===== config.mk =====
export PLATFORM = sky130hd
export DESIGN_NAME = gf_exp_sequencer
export DESIGN_NICKNAME = d
export VERILOG_FILES = /design/src/rtl/gf_exp_sequencer.sv
export SDC_FILE = /design/constraint.sdc
export NUM_CORES = 1
export LEC_CHECK = 0
export CORE_MARGIN = 10
export CORE_UTILIZATION = 44
export DETAILED_ROUTE_END_ITERATION = 12
export PLACE_DENSITY = 0.76
export SYNTH_ARGS = -nofsm -noshare
export SYNTH_HDL_FRONTEND = slang
export SYNTH_SLANG_ARGS = --single-unit

===== constraint.sdc =====
create_clock -name clk -period 2.1 [get_ports clk]
set_clock_uncertainty 0.15 [all_clocks]
set_input_delay 0.21 -clock clk [delete_from_list [all_inputs] [get_ports clk]]
set_output_delay 0.21 -clock clk [all_outputs]
set_load 0.02 [all_outputs]

===== src/rtl/gf_exp_sequencer.sv =====
`default_nettype none
// ============================================================================
// Module      : gf_exp_sequencer
// Description : Computes result = base^exp in GF(2^8) (poly 0x11D) by
//               left-to-right square-and-multiply. The squarer and
//               multiplier are external combinational blocks; this module
//               drives their operands and keeps the accumulator.
//               exp=254 yields the multiplicative inverse of base.
// Ports       :
//   clk    in   1      rising-edge clock
//   reset  in   1      synchronous active-high reset
//   start  in   1      job request, sampled only in IDLE
//   base   in   8      field element, captured on accepted start
//   exp    in   EXP_W  exponent, captured on accepted start
//   busy   out  1      high while in SQ, MUL or DONE
//   done   out  1      one-cycle pulse, result valid in that cycle
//   result out  8      base^exp, held until the next job completes
//   sq_k   out  8      squarer operand (accumulator)
//   sq_q   in   8      squarer output (acc^2)
//   mul_a  out  8      multiplier operand A (accumulator)
//   mul_b  out  8      multiplier operand B (captured base)
//   mul_q  in   8      multiplier output (acc*base)
// Revision    : 1.0  initial release
// ============================================================================
module gf_exp_sequencer #(
    parameter int EXP_W = 8
) (
    input  logic             clk,
    input  logic             reset,
    input  logic             start,
    input  logic [7:0]       base,
    input  logic [EXP_W-1:0] exp,
    output logic             busy,
    output logic             done,
    output logic [7:0]       result,
    output logic [7:0]       sq_k,
    input  logic [7:0]       sq_q,
    output logic [7:0]       mul_a,
    output logic [7:0]       mul_b,
    input  logic [7:0]       mul_q
);

    localparam int IDX_W = (EXP_W > 1) ? $clog2(EXP_W) : 1;
    localparam logic [IDX_W-1:0] IDX_TOP = IDX_W'(EXP_W - 1);
    localparam logic [IDX_W-1:0] IDX_ONE = IDX_W'(1);

    typedef enum logic [1:0] {
        S_IDLE = 2'd0,
        S_SQ   = 2'd1,
        S_MUL  = 2'd2,
        S_DONE = 2'd3
    } state_t;

    state_t           state_q;
    logic [7:0]       acc_q;
    logic [7:0]       base_q;
    logic [EXP_W-1:0] exp_q;
    logic [IDX_W-1:0] idx_q;
    logic             busy_q;
    logic             done_q;
    logic [7:0]       result_q;

    // Datapath operands come straight from registers so that no input port
    // has a combinational path into the external squarer/multiplier.
    assign sq_k   = acc_q;
    assign mul_a  = acc_q;
    assign mul_b  = base_q;
    assign busy   = busy_q;
    assign done   = done_q;
    assign result = result_q;

    always_ff @(posedge clk) begin
        if (reset) begin
            state_q  <= S_IDLE;
            acc_q    <= 8'h01;
            base_q   <= 8'h00;
            exp_q    <= '0;
            idx_q    <= IDX_TOP;
            busy_q   <= 1'b0;
            done_q   <= 1'b0;
            result_q <= 8'h00;
        end else begin
            done_q <= 1'b0;
            case (state_q)
                S_IDLE: begin
                    if (start) begin
                        base_q  <= base;
                        exp_q   <= exp;
                        acc_q   <= 8'h01;
                        idx_q   <= IDX_TOP;
                        busy_q  <= 1'b1;
                        state_q <= S_SQ;
                    end
                end
                S_SQ: begin
                    acc_q <= sq_q;
                    if (exp_q[idx_q]) begin
                        state_q <= S_MUL;
                    end else if (idx_q == '0) begin
                        // Capture the final value on the way into DONE.
                        result_q <= sq_q;
                        state_q  <= S_DONE;
                    end else begin
                        idx_q   <= idx_q - IDX_ONE;
                        state_q <= S_SQ;
                    end
                end
                S_MUL: begin
                    acc_q <= mul_q;
                    if (idx_q == '0) begin
                        result_q <= mul_q;
                        state_q  <= S_DONE;
                    end else begin
                        idx_q   <= idx_q - IDX_ONE;
                        state_q <= S_SQ;
                    end
                end
                S_DONE: begin
                    // done is registered from this state, so the pulse lands
                    // in the first IDLE cycle after DONE.
                    done_q  <= 1'b1;
                    busy_q  <= 1'b0;
                    state_q <= S_IDLE;
                end
                default: begin
                    busy_q  <= 1'b0;
                    state_q <= S_IDLE;
                end
            endcase
        end
    end

endmodule
`default_nettype wire

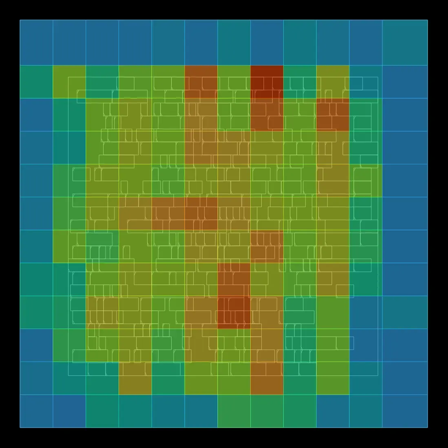
Figure 1: routing congestion.
GRT busiest layer: met2
Wirelength per Cell: 14.3 um

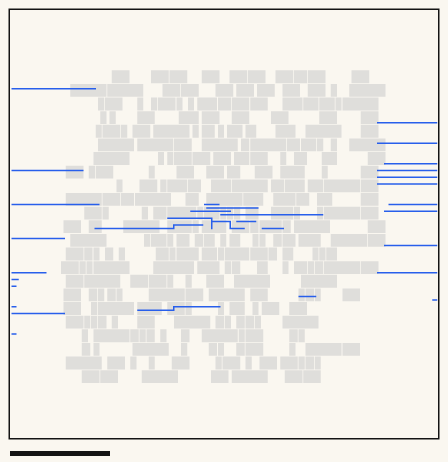
Figure 2: met3 routing.
Bar = 20 um.
29 nets have wire on it. The layer holds 6.3% of the routed length.

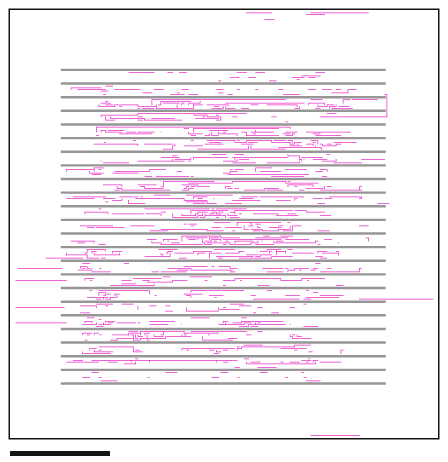
Figure 3: signal wires on met1.
Bar = 20 um. Supply wires on this layer in gray.
The layer holds 41% of the routed length. The longest straight run is 38.6 um.

==> results.toml <==
# implementation run metrics
[status]
status = "finished clean"

[critical_path]
path_class = "register to register"
r2r_slack_ns = 0.16
crit_fanout = 8

[power_and_ir_drop]
internal-power_mw = 1.74
peakVddDrop_uv = 563
p_leak_nw = 1.09
power-per-cell-area_nw_per_um2 = 1060

[logic_synthesis]
synth_area_per_cell_um2 = 8.59
synth.top_cell.area_share_pct = 41.5
syn_inst = 219
ys_seq_share_pct = 41.5
topCombFamilyByArea = "AND-OR/OR-AND gates"
yosysCellCount = 219
yosysUniqueCellTypes = 30
synth_flops = 39

[cells_and_area]
fin_nets = 321
inverters_excl_clock = 7
clock_buffers = 7
final_layout_size_suffix_gt1_share_pct = 8.54
final_cell_area_um2 = 2630

[detailed_routing]
dr_wl_met3_um = 299
vias = 1657

[clocking]
clock_path_buffers = 2
clockRootBuffer = "clkbuf_8"
path_clk_slew_ns = 0.07

[final_timing]
fmax_ghz = 0.515
fin_crit_ns = 1.94

[global_routing]
gr-total-overflow = 0
grt_max_degree = 18
sequential cells by signal (all words and copies together), names as in the netlist:
name	flops
result	8
done	1
idx_q	3
mul_b	8
exp_q	8
state_q	2
mul_a	8
busy	1
logic make-up (layout without fill, tap and decap cells):
family,after synthesis,count (layout)
muxes,22,22
and+or+nand+nor,76,76
DFF,39,39
buffers and inverters,28,90
AOI/OAI and AO/OA,48,48
adders and majority gates,6,6
worst max-delay path by stage:
stage | slack [ns] | cells after the start | end
finish | 0.16 | 4 | result[7]$_SDFFE_PP0P_
global route | 0.02 | 4 | result[7]$_SDFFE_PP0P_
CTS | 0.14 | 4 | result[1]$_SDFFE_PP0P_
detailed placement | 0.17 | 4 | result[1]$_SDFFE_PP0P_
global placement | 0.22 | 4 | result[7]$_SDFFE_PP0P_
floorplan | 0.25 | 7 | result[6]$_SDFFE_PP0P_
routing by layer:
metal / global-route usage, % / vias to the layer above
li1: - / 857
met1: 15.0 / 757
met2: 21.0 / 39
met3: 4.78 / 4
met4: 3.59 / 0
met5: 0 / -
cell usage in the layout, fill, tap and decap left out, types with 2 or more instances in the layout:
cell type and instances:
mux2i_1 13, buf_4 7, clkbuf_8 5, mux2_2 8, clkdlybuf4s50_1 68, nor2_1 17, a22oi_1 8, a2bb2oi_1 8
o21a_1 2, clkbuf_1 2, ha_1 6, inv_1 7, o21ai_0 4, dfxtp_1 39, a21oi_1 20, nand2_1 52
nor2b_1 2
power by group through the flow:
stage | Sequential (mW) | Clock, mW | Combinational [mW]
after floorplan | 1.03 | 0 | 0.861
after global placement | 0.976 | 0 | 1.33
after detailed placement | 0.980 | 0 | 1.33
after CTS | 0.962 | 0.501 | 1.34
after global routing | 0.982 | 0.531 | 1.46
final | 0.960 | 0.483 | 1.33
Power figures rest on the tool's default switching activity, not on a simulated workload.
